[config.mk]
export PLATFORM = sky130hd
export DESIGN_NAME = led_word_serializer
export DESIGN_NICKNAME = d
export VERILOG_FILES = /design/src/rtl/led_ser_pkg.sv /design/src/rtl/abs_nbit.sv /design/src/rtl/led_word_serializer.sv
export SDC_FILE = /design/constraint.sdc
export NUM_CORES = 1
export LEC_CHECK = 0
export ABC_AREA = 1
export CORE_ASPECT_RATIO = 0.75
export CORE_UTILIZATION = 25
export DETAILED_ROUTE_END_ITERATION = 7
export PLACE_DENSITY = 0.49
export SYNTH_ARGS = -nofsm -noshare
export SYNTH_HDL_FRONTEND = slang
export SYNTH_SLANG_ARGS = --single-unit
[constraint.sdc]
create_clock -name clk -period 3 [get_ports clk]
set_input_delay 0.6 -clock clk [delete_from_list [all_inputs] [get_ports clk]]
set_output_delay 0.6 -clock clk [all_outputs]
set_load 0.05 [all_outputs]
[src/rtl/led_ser_pkg.sv]
// Shared types and sizing helpers for the LED word serializer.
// Build option LED_SER_ABS_SAT_EN is consumed by abs_nbit.
package led_ser_pkg;

  typedef enum logic [1:0] {
    IDLE  = 2'd0,
    SHIFT = 2'd1,
    GAP   = 2'd2
  } state_t;

  function automatic int idx_w(input int w);
    return (w > 2) ? $clog2(w) : 1;
  endfunction

  // One counter serves both bit hold and gap, sized for the longer one.
  function automatic int cnt_w(input int t, input int g);
    int m;
    m = (t > g) ? t : g;
    if (m < 2) m = 2;
    return $clog2(m);
  endfunction

endpackage

[src/rtl/abs_nbit.sv]
// WIDTH-bit two's complement magnitude with most-negative detect.
// LED_SER_ABS_SAT_EN: most-negative saturates to max positive.
module abs_nbit #(
  parameter int WIDTH = 32
) (
  input  logic [WIDTH-1:0] in,
  output logic [WIDTH-1:0] out,
  output logic             ovf
);

  localparam logic [WIDTH-1:0] MINV =
    {1'b1, {(WIDTH-1){1'b0}}};

  assign ovf = (in == MINV);

  always_comb begin
    out = in[WIDTH-1] ? (~in + WIDTH'(1)) : in;
`ifdef LED_SER_ABS_SAT_EN
    if (ovf) out = ~MINV;
`else
    // negation of MINV wraps back to MINV
`endif
  end

endmodule

[src/rtl/led_word_serializer.sv]
// Serialises a WIDTH-bit word onto one LED pin, bit by bit.
// Build option LED_SER_ABS_SAT_EN selects saturating abs.
module led_word_serializer
  import led_ser_pkg::*;
#(
  parameter int WIDTH         = 32,
  parameter int TICKS_PER_BIT = 1250,
  parameter int GAP_TICKS     = 2500,
  parameter int LSB_FIRST     = 1
) (
  input  logic                     clk,
  input  logic                     rst_n,
  input  logic                     clear,
  input  logic                     in_valid,
  output logic                     in_ready,
  input  logic [WIDTH-1:0]         in_data,
  input  logic                     abs_mode,
  output logic                     led,
  output logic                     busy,
  output logic [$clog2(WIDTH)-1:0] bit_idx,
  output logic                     done,
  output logic                     abs_ovf
);

  localparam int IW = idx_w(WIDTH);
  localparam int CW = cnt_w(TICKS_PER_BIT, GAP_TICKS);
  localparam logic [CW-1:0] TLAST =
    CW'(TICKS_PER_BIT - 1);
  localparam logic [CW-1:0] GLAST =
    (GAP_TICKS > 0) ? CW'(GAP_TICKS - 1) : '0;
  localparam logic [IW-1:0] IDX_FIRST =
    (LSB_FIRST != 0) ? '0 : IW'(WIDTH - 1);
  localparam logic [IW-1:0] IDX_LAST =
    (LSB_FIRST != 0) ? IW'(WIDTH - 1) : '0;

  state_t           state, state_n;
  logic [CW-1:0]    cnt, cnt_n;
  logic [WIDTH-1:0] sreg, sreg_n;
  logic [IW-1:0]    idx_n;
  logic             done_n, ovf_n;
  logic [WIDTH-1:0] mag, word;
  logic             aovf;
  logic             accept;

  abs_nbit #(.WIDTH(WIDTH)) u_abs (
    .in  (in_data),
    .out (mag),
    .ovf (aovf)
  );

  assign word     = abs_mode ? mag : in_data;
  assign in_ready = (state == IDLE) && !clear;
  assign accept   = in_valid && in_ready;
  assign busy     = (state != IDLE);
  assign led      = (state == SHIFT) &&
                    ((LSB_FIRST != 0) ? sreg[0]
                                      : sreg[WIDTH-1]);

  always_ff @(posedge clk or negedge rst_n) begin
    if (!rst_n) begin
      state   <= IDLE;
      cnt     <= '0;
      sreg    <= '0;
      bit_idx <= '0;
      done    <= 1'b0;
      abs_ovf <= 1'b0;
    end else begin
      state   <= state_n;
      cnt     <= cnt_n;
      sreg    <= sreg_n;
      bit_idx <= idx_n;
      done    <= done_n;
      abs_ovf <= ovf_n;
    end
  end

  always_comb begin
    state_n = state;
    cnt_n   = cnt;
    sreg_n  = sreg;
    idx_n   = bit_idx;
    done_n  = 1'b0;
    ovf_n   = abs_ovf;
    if (clear && state != IDLE) begin
      state_n = IDLE;
      cnt_n   = '0;
      sreg_n  = '0;
      idx_n   = '0;
    end else begin
      case (state)
        IDLE: begin
          if (accept) begin
            state_n = SHIFT;
            cnt_n   = '0;
            sreg_n  = word;
            idx_n   = IDX_FIRST;
            ovf_n   = abs_mode & aovf;
          end
        end
        SHIFT: begin
          if (cnt == TLAST) begin
            cnt_n = '0;
            if (bit_idx == IDX_LAST) begin
              sreg_n = '0;
              idx_n  = '0;
              if (GAP_TICKS == 0) begin
                state_n = IDLE;
                done_n  = 1'b1;
              end else begin
                state_n = GAP;
              end
            end else if (LSB_FIRST != 0) begin
              sreg_n = sreg >> 1;
              idx_n  = bit_idx + IW'(1);
            end else begin
              sreg_n = sreg << 1;
              idx_n  = bit_idx - IW'(1);
            end
          end else begin
            cnt_n = cnt + CW'(1);
          end
        end
        GAP: begin
          if (cnt == GLAST) begin
            state_n = IDLE;
            cnt_n   = '0;
            done_n  = 1'b1;
          end else begin
            cnt_n = cnt + CW'(1);
          end
        end
        default: state_n = IDLE;
      endcase
    end
  end

endmodule

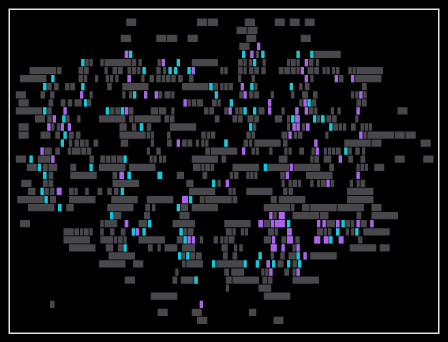
Fig. 1. Selected gate families (run 1).
Key: purple = nor cells [cells 80, most used nor2_1]; cyan = inv cells [cells 77, most used inv_1]

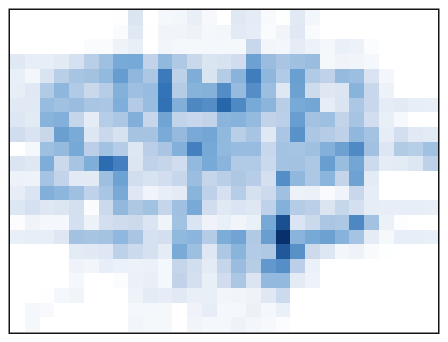
Fig. 2. Routed metal per tile (run 1).
29 x 22 tiles, from white (low) to dark blue (high), scaled to the fullest tile. Values are wire area over tile area, all layers added.
7.2% of the tiles are over half the peak. The fullest tile reaches 0.57. The densest ninth of the die: center.

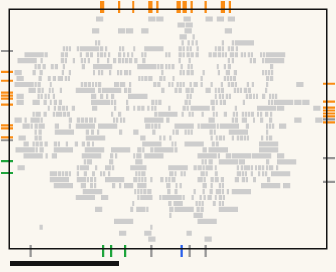
Fig. 3. I/O pins on the die edge (run 1).
Bar = 50 um. Pins as bars across the die edge, other pins in gray.
Key: blue = clear [pins 1, direction input, edge bottom]; orange = in_data [pins 32, direction input, edge 16 top, 9 left, 7 right]; green = bit_idx [pins 5, direction output, edge 3 bottom, 2 left]

[run 1: power groups by stage]
stage | sequential [uW] | clock [uW] | combinational, uW
after floorplan | 1110 | 0 | 1290
after global placement | 1070 | 0 | 1820
after detailed placement | 1080 | 0 | 1850
after CTS | 1070 | 623 | 1850
after global routing | 1090 | 648 | 2100
final | 1070 | 600 | 1840
[run 1: cells in the mapped netlist]
cell	count
clkinv_1	1
a211oi_1	1
xor2_1	5
nor3_1	7
o21bai_1	2
nor4_1	2
inv_1	72
nand2_1	167
inv_2	3
clkinv_2	1
nand2_2	3
buf_6	2
nand3_2	1
a31oi_1	2
o21ai_0	45
nand4_4	1
dfrtp_1	53
o22ai_1	4
nand3_1	66
o21ai_4	1
nor3_2	1
o21a_1	1
nor2_1	67
a21oi_1	24
clkbuf_1	9
o21ai_1	11
ha_1	8
nand4_1	16
nor2_2	3
buf_4	2
nand3b_1	4
buf_2	5
[run 1: sequential cells by signal, indices dropped and copies added (netlist names)]
name and cells:
abs_ovf 1, state 2, sreg 32, done 1, cnt 12, bit_idx 5
[run 1: worst min path at each step]
stage	to	depth (start not counted)	start	slack, ps
final	cnt[1]	1	rst_n	190
after global routing	cnt[3]	1	rst_n	220
after CTS	cnt[0]	1	rst_n	200
after detailed placement	sreg[30]	2	sreg[30]	470
after global placement	sreg[10]	2	sreg[10]	460
after floorplan	abs_ovf	0	rst_n	300
[run 1: logic make-up after synthesis]
logic type,count (synthesis),share of synthesized area
AOI/OAI and AO/OA,91,0.1272
xor gates and xnor gates,5,0.01151
adders and majority gates,8,0.02630
buffers and inverters,95,0.1016
DFF,53,0.3485
and+or+nand+nor,338,0.3849
[run 1: through the flow]
stage	area [um^2]	util	setup slack (ps)	hold slack, ps
floorplan	3806	-	642.6	304.4
global placement	4498	0.3072	422.3	463.9
detailed placement	4498	0.3072	390.9	465.4
CTS	4644	0.3172	396.7	204.4
global route	4644	0.3172	312.8	216.1
finish	4644	0.3172	413.7	190.5
[run 1: worst max-delay path, cell delays in order (launching register included)]
cell             delay (ps)
dfrtp_1                 400
inv_1                   100
ha_1                    270
inv_1                   120
clkdlybuf4s50_1         800
[run 1: layout by cell type, fill, tap and decap left out]
master	Yosys	layout
a21oi_1	24	24
o21ai_0	45	45
nand4_1	16	16
clkbuf_16	0	5
o22ai_1	4	4
buf_2	5	1
inv_1	72	72
nor4_1	2	2
clkinv_1	1	1
xor2_1	5	5
clkinvlp_4	0	1
o21ai_1	11	11
o21a_1	1	1
nor3_1	7	7
ha_1	8	8
nand3_1	66	66
nand3b_1	4	4
o21bai_1	2	2
inv_2	3	3
nor2_1	67	67
a211oi_1	1	1
nand4_4	1	1
nand3_2	1	1
clkdlybuf4s50_1	0	43
buf_4	2	11
dfrtp_1	53	53
buf_12	0	1
o21ai_4	1	1
nor2_2	3	3
nand2_1	167	167
nand2_2	3	3
inv_6	0	1
nor3_2	1	1
clkinv_2	1	2
a31oi_1	2	2
[run 1: layer usage]
metal  wire length (um)  global-route usage
met3                437             0.02547
met2               4897              0.2404
met4                 98             0.03158
met1               6134              0.2356
met5                  0                   0
==> run summary, run 1 <==
Share of power burned in registers -> 0.304
GPL Wtd Cong -> 0.8800
Inverters -> 77
Die width -> 144.5 um
Peak supply drop -> 0.4007 mV
Final Slew Violations -> 0
Final HPWL DP -> 8.556 mm
DRT Wirelength -> 11.57 mm
Crit Path Max Fanout -> 4
Max H-tree Level -> 2
Final net count -> 680
Yosys cell count -> 590
Clock power frac -> 0.171
Critical Path Start -> state[0]
Worst EP required -> 2400 ps
Sink Count -> 53
Mapped cell area -> 0.003806 mm^2
Switch share -> 0.4728
DIE HEIGHT -> 108.9 um
Setup violations, final -> 0
Final Hold Fails -> 0
Num CTS Buffers -> 5
Bufs w/o clock -> 56
Fraction of area in multi-input gates -> 0.4507
Register cell area after layout -> 0.001326 mm^2
Total Power -> 3510 uW
Fin Setup TNS -> 0 ps
Tool warnings -> 29
Global Route Usage Sum -> 0.1587
Status -> completed
Power Dens Cells -> 755.7 mW/mm^2
Reg clk slew, reported paths -> 80 ps
Routed vias -> 3921
RR Startpoint -> state[1]
Sequential area share after synthesis -> 0.3485
RSZ-0062 raised after global routing -> false
Fmax -> 0.3867 GHz
CP Launch Type -> flip-flop
Clock buffers -> 5
N_diodes -> 0
WP data arrival -> 1990 ps
Pint -> 1850 uW
Initial Util -> 0.2599
Leakage power -> 0.002173 uW
Fin crit share -> 0.8621
DRC viols -> 0
Row cnt -> 38
Global-route wire length before repair -> 19.31 mm
Area grow syn2layout -> 22.02%
First-pass DRT Iterations -> 5
Fillers -> 1669
Resize count post-CTS -> 0
Core ar. -> 0.01464 mm^2
Yosys chip area -> 0.003806 mm^2
Clock Skews -> 5.796 ps
Multi-input gates -> 442
Post-layout min period -> 2586 ps
Gate power share -> 0.525
Number of global-route vias before repair -> 3752
R2r worst-path depth -> 9
Layout cells sized above 1 -> 0.05503
Post-Syn Instances -> 590
Cell Count, Final, Fillers Out -> 836
Top cell class by occupied area -> logic gates
TritonCTS clock tree -> built
DR vias/cell -> 4.690
Setup crit end -> busy
Port bufs -> 46
Tightest Hold Check Type -> input port to asynchronous set/reset pin
Slew @ Worst Pin -> 640.2 ps
DRT antenna net count -> 0
Fig. 4: run 1, the clock network
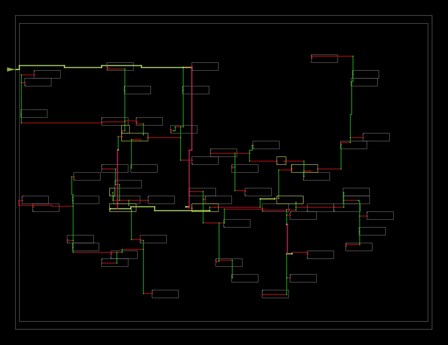

==> run 1 -> run 2 <==
- CORE_UTILIZATION: 25 -> 59
- GPL_ROUTABILITY_DRIVEN: default -> 0
- PLACE_DENSITY: 0.49 -> 0.91
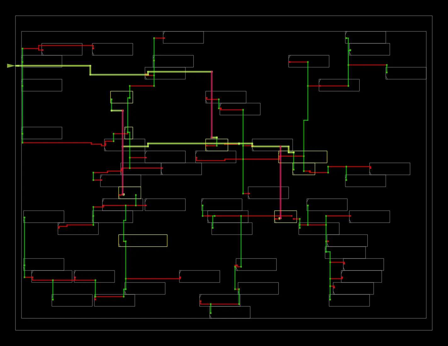
Fig. 5. The clock network (run 2).
Late-Pin Clk Latency: 320 ps
flop count: 53
Clock Skews: 9.924 ps
Num CTS Buffers: 5
Sink Count: 53

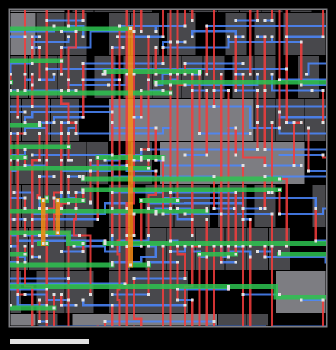
Fig. 6. A small window of the routed layout (run 2).
Bar = 5 um. Region (37, 40) to (57, 60) um. Cells in gray, sequential cells in the stronger gray; small squares are vias.
Key: blue = metal 1; orange = metal 4; green = metal 3; red = metal 2
54 logic cells have their middle in the window. Netlist names of flops here include sreg (2). Most frequent: nand2_1 (15), nand3_1 (11). Sequential cells in the window: 2.

==> run summary, run 2 <==
Port bufs -> 46 (unchanged)
Yosys chip area -> 0.003806 mm^2 (unchanged)
Final Slew Violations -> 0 (unchanged)
RSZ-0062 raised after global routing -> false
Largest net degree at the start of global routing -> 41
Ys flops -> 53
DRC viols -> 0 (unchanged)
First-pass DRT Iterations -> 7 (+2)
Layout cells sized above 1 -> 0.05205 (-0.002981)
Dominant logic cell type in the layout -> nand2_1
Peak supply drop -> 0.5800 mV (+45%)
Post-layout min period -> 2610 ps (+24.04 ps)
Largest area contributor in the netlist -> dfrtp_1
Die width -> 94.75 um (-34%)
Final HPWL DP -> 7.424 mm (-13%)
R2r worst-path depth -> 9 (unchanged)
Fin crit share -> 0.8701 (+0.008014)
Final Hold Fails -> 0 (unchanged)
WP data arrival -> 2010 ps (+20 ps)
Setup Crit Path Kind -> flip-flop to output port
Final net count -> 678 (-0.29%)
Routed vias -> 4181 (+6.6%)
Post-Syn Instances -> 590 (unchanged)
Net Count, Synth -> 635
Setup Fix Bufs, Post-CTS -> 0
CP Launch Type -> flip-flop
Slew @ Worst Pin -> 654.2 ps (+14.01 ps)
Worst hold margin -> 303.1 ps (+112.6 ps)
Row cnt -> 24 (-37%)
R2R Path End -> sreg[22]
Share of power burned in registers -> 0.308 (+0.004)
Post-synth area hogs -> dfrtp_1, nand2_1, nand3_1
Clock power frac -> 0.167 (-0.004)
Cell Count, Final, Fillers Out -> 712 (-15%)
Top Metal Used -> met4
Routed wl met3 -> 1.003 mm (+130%)
N_diodes -> 0 (unchanged)
DIE HEIGHT -> 71.56 um (-34%)
DRT antenna net count -> 0 (unchanged)
Primary FF master, synth -> dfrtp_1
CP Capture Type -> output port
Reg-to-reg slack, setup -> 880 ps
Fillers -> 493 (-70%)
Power Dens Cells -> 779.3 mW/mm^2 (+3.1%)
Post-synth top cells -> nand2_1, inv_1, nor2_1
Worst EP required -> 2400 ps (about the same)
Setup violations, final -> 0 (unchanged)
Number of enable flip-flop cells -> 0 (unchanged)
Core ar. -> 0.006006 mm^2 (-59%)
Max-Cap Viols -> 0
Switch share -> 0.4639 (-0.008926)
DR vias/cell -> 5.872 (+25%)
Reg clk slew, reported paths -> 90 ps (about the same)
Cells after DPL -> 704
Yosys cell count -> 590 (unchanged)
Async SR Flop Fraction -> 1.000 (unchanged)
Max clock buf depth -> 2
WL met1 -> 4.520 mm (-26%)
TritonCTS clock tree -> built
Sequential area share after synthesis -> 0.3485 (unchanged)
Overflow left after global routing -> 0
Tool warnings -> 29 (unchanged)
Post-Syn Area per Cell -> 6.451 um^2
Max H-tree Level -> 2 (unchanged)
Global Route Usage Sum -> 0.3232 (+0.1645)
Fmax -> 0.3831 GHz (-0.92%)
Switching pwr -> 1619 uW
Gate power share -> 0.525 (about the same)
Tightest Hold Check Type -> input port to asynchronous set/reset pin
Boundary pin count -> 47
Met2 wire len -> 4.734 mm (-3.3%)
Worst slew margin -> 0.5639
Number of global-route vias before repair -> 3846 (+2.5%)
Total Power -> 3489 uW (-0.59%)
DRT Wirelength -> 10.41 mm (-10%)
Initial antenna violation count -> 0
Unique cell types -> 32
Global-route wire length before repair -> 17.25 mm (-11%)
Crit Path Max Fanout -> 4 (unchanged)
Resize count post-CTS -> 0 (unchanged)
Top reg by flops -> sreg
Leakage power -> 0.002165 uW (-0.36%)
Initial Util -> 0.6337 (+0.3738)
Area grow syn2layout -> 17.62%
Status -> completed
Synth top cell by count -> nand2_1
Top Layout Cells -> nand2_1, inv_1, nor2_1
RR Startpoint -> bit_idx[0]
Fin Setup TNS -> 0 ps (unchanged)
Biggest regs -> sreg (32), cnt (12), bit_idx (5)
Max-area cell share -> 0.3485
Pint -> 1870 uW (+1.1%)
Mapped cell area -> 0.003806 mm^2 (unchanged)
Largest register FFs -> 32 (unchanged)
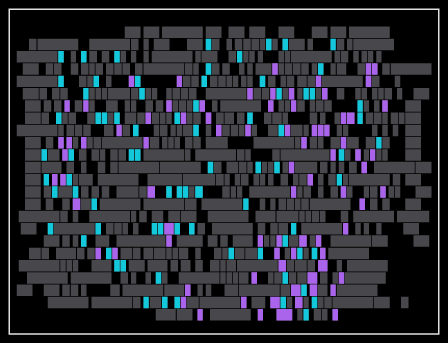
Fig. 7. Selected gate families (run 2).
Key: purple = nor cells [cells 80, most used nor2_1, where all over the die]; cyan = inv cells [cells 77, most used inv_1]

-- run 2: cell counts after synthesis --
No cell type changed its count.
-- run 2: cells by family after synthesis --
group	Yosys count	synth area share
compound gates	91	0.1272
flops	53	0.3485
buf+inv	95	0.1016
fa+ha+maj	8	0.02630
xor+xnor	5	0.01151
simple gates	338	0.3849
-- run 2: stage by stage --
stage	setup WS (ps)	area [um^2]	util
6_report	389.7	4477	0.7454
3_5_place_dp	390.8	4343	0.7231
2_1_floorplan	642.6	3806	-
4_1_cts	386.5	4477	0.7454
5_1_grt	285.9	4477	0.7454
3_3_place_gp	461.4	4343	0.7231
-- run 2: routing by layer --
metal  vias up  global-route usage
met5         -                   0
met4         0             0.08586
met3        29             0.05520
met2       230              0.5212
met1      1920              0.4526
li1       2002                   -
-- run 2: layout make-up --
class	instances	area, um^2	share of cell area
clock buffer	5	68.82	0.01537
timing repair buffer	54	535.5	0.1196
clock inverter	3	65.06	0.01453
tap	78	97.59	0.02180
sequential	53	1326	0.2963
multi-input combinational	442	2093	0.4676
inverter	77	290.3	0.06484
-- run 2: worst max path at each step --
stage | cells past startpoint | to | start | slack, ps
detailed placement | 12 | sreg[26] | in_data[0] | 390
floorplan | 4 | in_ready | state[0] | 640
CTS | 4 | busy | state[0] | 390
global route | 4 | busy | state[0] | 290
finish | 4 | busy | state[0] | 390
global placement | 12 | sreg[26] | in_data[0] | 460
-- run 2: power groups by stage --
stage	combinational [uW]	clock (uW)	sequential [uW]
floorplan	1290	0	1110
global placement	1730	0	1070
detailed placement	1790	0	1080
CTS	1810	582	1070
global route	2030	614	1090
finish	1830	583	1070
-- run 2: critical path: stages (launching register included) --
cell and delay [ps]:
dfrtp_1 400, inv_1 90, ha_1 280, inv_1 120, clkdlybuf4s50_1 810
Fig. 8: run 2, I/O pins on the die edge
Bar = 20 um. Pins as bars across the die edge, other pins in gray.
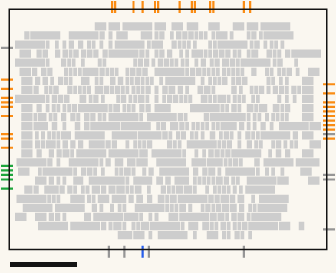

==> run 2 -> run 3 <==
- CORE_ASPECT_RATIO: 0.75 -> 1.1
- CORE_MARGIN: default -> 2
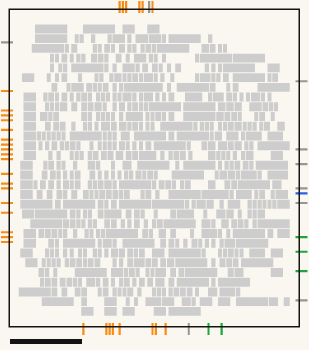
Fig. 9. I/O pins on the die edge (run 3).
Bar = 20 um. Pins as bars across the die edge, other pins in gray.
Key: blue = clear [pins 1, direction input, edge right]; orange = in_data [pins 32, direction input, edge 18 left, 8 bottom, 6 top]; green = bit_idx [pins 5, direction output, edge 3 right, 2 bottom]

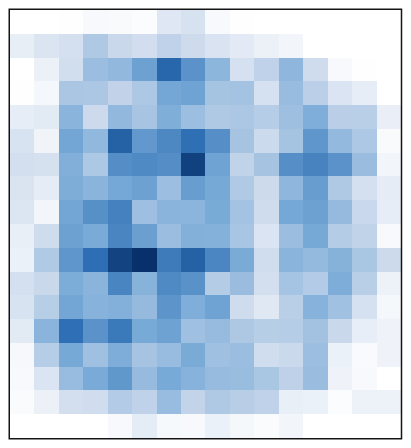
Fig. 10. Routed metal per tile (run 3).
16 x 18 tiles, from white (low) to dark blue (high), scaled to the fullest tile. Values are wire area over tile area, all layers added.
10% of the tiles are nearly empty. The mean over all tiles is 0.23. 19% of the tiles are over half the peak. The fullest tile reaches 0.75. The densest ninth of the die: center.

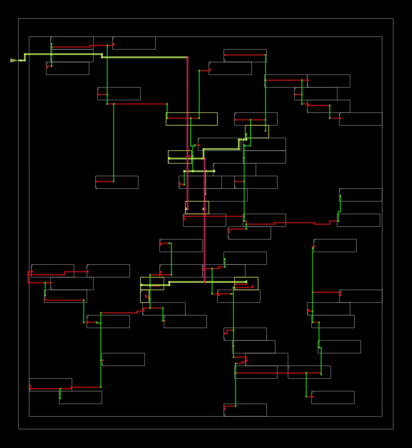
Fig. 11. The clock network (run 3).
clock buffers: 5
Late-Pin Clk Latency: 300 ps
Clock Skews: 2.561 ps
P_clk: 480 uW

==> run summary, run 3 <==
Simple Share, Synth -> 0.3849 (unchanged)
Largest register FFs -> 32 (unchanged)
Crit-path slowest cell -> clkdlybuf4s50_1
Post-synth top cells -> nand2_1, inv_1, nor2_1
Setup Fix Bufs, Post-CTS -> 0 (unchanged)
Power Dens Cells -> 757.1 mW/mm^2 (-2.8%)
Async SR Flop Fraction -> 1.000 (unchanged)
Post-Syn Area per Cell -> 6.451 um^2 (unchanged)
DR vias/cell -> 5.735 (-2.3%)
Max clock buf depth -> 2 (unchanged)
DIE HEIGHT -> 88.24 um (+23%)
Reg clk slew, reported paths -> 90 ps (about the same)
Dominant logic cell type in the layout -> nand2_1
Tightest Hold Check Type -> input port to asynchronous set/reset pin
Gate power share -> 0.536 (+0.011)
Die width -> 80.58 um (-15%)
Core ar. -> 0.006193 mm^2 (+3.1%)
Fin Setup TNS -> 0 ps (unchanged)
DRC viols -> 0 (unchanged)
Largest stage delay on the critical path -> 800 ps (about the same)
Port bufs -> 46 (unchanged)
Post-Synth XOR/XNOR Area -> 0.01151 (unchanged)
First-pass DRT Iterations -> 6 (-1)
Crit Path Max Fanout -> 4 (unchanged)
Post-layout min period -> 2630 ps (+19.21 ps)
Yosys cell count -> 590 (unchanged)
Switching pwr -> 1588 uW (-1.9%)
Routed vias -> 4095 (-2.1%)
Global-route wire length before repair -> 16.92 mm (-1.9%)
Initial antenna violation count -> 0 (unchanged)
Area share of fa/ha/maj cells after synthesis -> 0.02630 (unchanged)
DRT Wirelength -> 9.930 mm (-4.6%)
Primary FF master, synth -> dfrtp_1
Fin crit share -> 0.8765 (+0.006403)
Boundary pin count -> 47 (unchanged)
Top comb family, area -> simple AND/OR/NAND/NOR gates
CP Capture Type -> output port
Largest net degree at the start of global routing -> 54 (+32%)
Slew @ Worst Pin -> 680.5 ps (+26.28 ps)
Tool warnings -> 29 (unchanged)
Resize count post-CTS -> 0 (unchanged)
Setup violations, final -> 0 (unchanged)
N_diodes -> 0 (unchanged)
Final HPWL DP -> 7.104 mm (-4.3%)
WP data arrival -> 2030 ps (+20 ps)
Post-Syn Instances -> 590 (unchanged)
Biggest regs -> sreg (32), cnt (12), bit_idx (5)
Clock power frac -> 0.143 (-0.024)
Largest area contributor in the netlist -> dfrtp_1
Leakage power -> 0.002148 uW (-0.80%)
Pint -> 1768 uW (-5.5%)
Setup Crit Path Kind -> flip-flop to output port
Sink Count -> 53 (unchanged)
Number of enable flip-flop cells -> 0 (unchanged)
Num CTS Buffers -> 5 (unchanged)
Row cnt -> 30 (+25%)
Ys flops -> 53 (unchanged)
Status -> completed
Worst slew margin -> 0.5463 (-0.01752)
Layout cells sized above 1 -> 0.05205 (unchanged)
Crit-path most repeated cell -> inv_1
Total Power -> 3355 uW (-3.8%)
Top Layout Cells -> nand2_1, inv_1, nor2_1
Final Slew Violations -> 0 (unchanged)
CP top delay family -> buffers and inverters
==> run 3: cell counts after synthesis <==
No cell type changed its count.
==> run 3: routing by layer <==
layer  track usage  share of wire  vias to the layer above
li1              -              -                     1996
met1        0.3593           0.41                     1881
met2        0.5417           0.50                      190
met3       0.04796          0.072                       28
met4        0.1125          0.019                        0
met5             0              0                        -
==> run 3: logic make-up (layout without fill, tap and decap cells) <==
logic type | count (synthesis) | after routing
compound gates | 91 | 91
xor+xnor | 5 | 5
fa+ha+maj | 8 | 8
buf+inv | 95 | 139
flops | 53 | 53
simple gates | 338 | 338
==> run 3: power groups by stage <==
| stage | clock network (uW) | registers, uW | logic (uW) |
|---|---|---|---|
| final | 480 | 1080 | 1800 |
| after global routing | 513 | 1100 | 2010 |
| after CTS | 484 | 1070 | 1770 |
| after detailed placement | 0 | 1090 | 1760 |
| after global placement | 0 | 1070 | 1700 |
| after floorplan | 0 | 1110 | 1290 |
==> run 3: worst paths after layout <==
path                          start    endpoint  slack [ps]  depth (start not counted)
setup reg to reg           state[0]     sreg[5]         800                          9
hold reg to reg            sreg[24]    sreg[24]         490                          2
max in group asynchronous     rst_n      cnt[9]        2140                          2
setup / recovery           state[0]        busy         370                          4
min in group clk           sreg[24]    sreg[24]         490                          2
hold / removal                rst_n  bit_idx[0]         410                          2
==> run 3: final cells by class <==
cell class	count	area, um^2	area share
Timing Repair Buffer	55	518.0	0.1169
Multi-Input combinational cell	442	2093	0.4723
Clock inverter	2	35.03	0.007905
Tap cell	80	100.1	0.02259
Sequential cell	53	1326	0.2993
Inverter	77	290.3	0.06550
Clock buffer	5	68.82	0.01553
==> run 3: metrics by stage <==
stage / setup slack (ps) / util / cells / area, um^2 / hold WS, ps
after floorplan: 642.6 / - / 590 / 3806 / 304.4
final: 370.5 / 0.7156 / 714 / 4432 / 407.6
after global placement: 470.6 / 0.6988 / 707 / 4328 / 463.1
after global routing: 258.4 / 0.7156 / 714 / 4432 / 476.0
after detailed placement: 361.8 / 0.6988 / 707 / 4328 / 465.5
after CTS: 381.5 / 0.7156 / 714 / 4432 / 431.6
Power figures rest on the tool's default switching activity, not on a simulated workload.
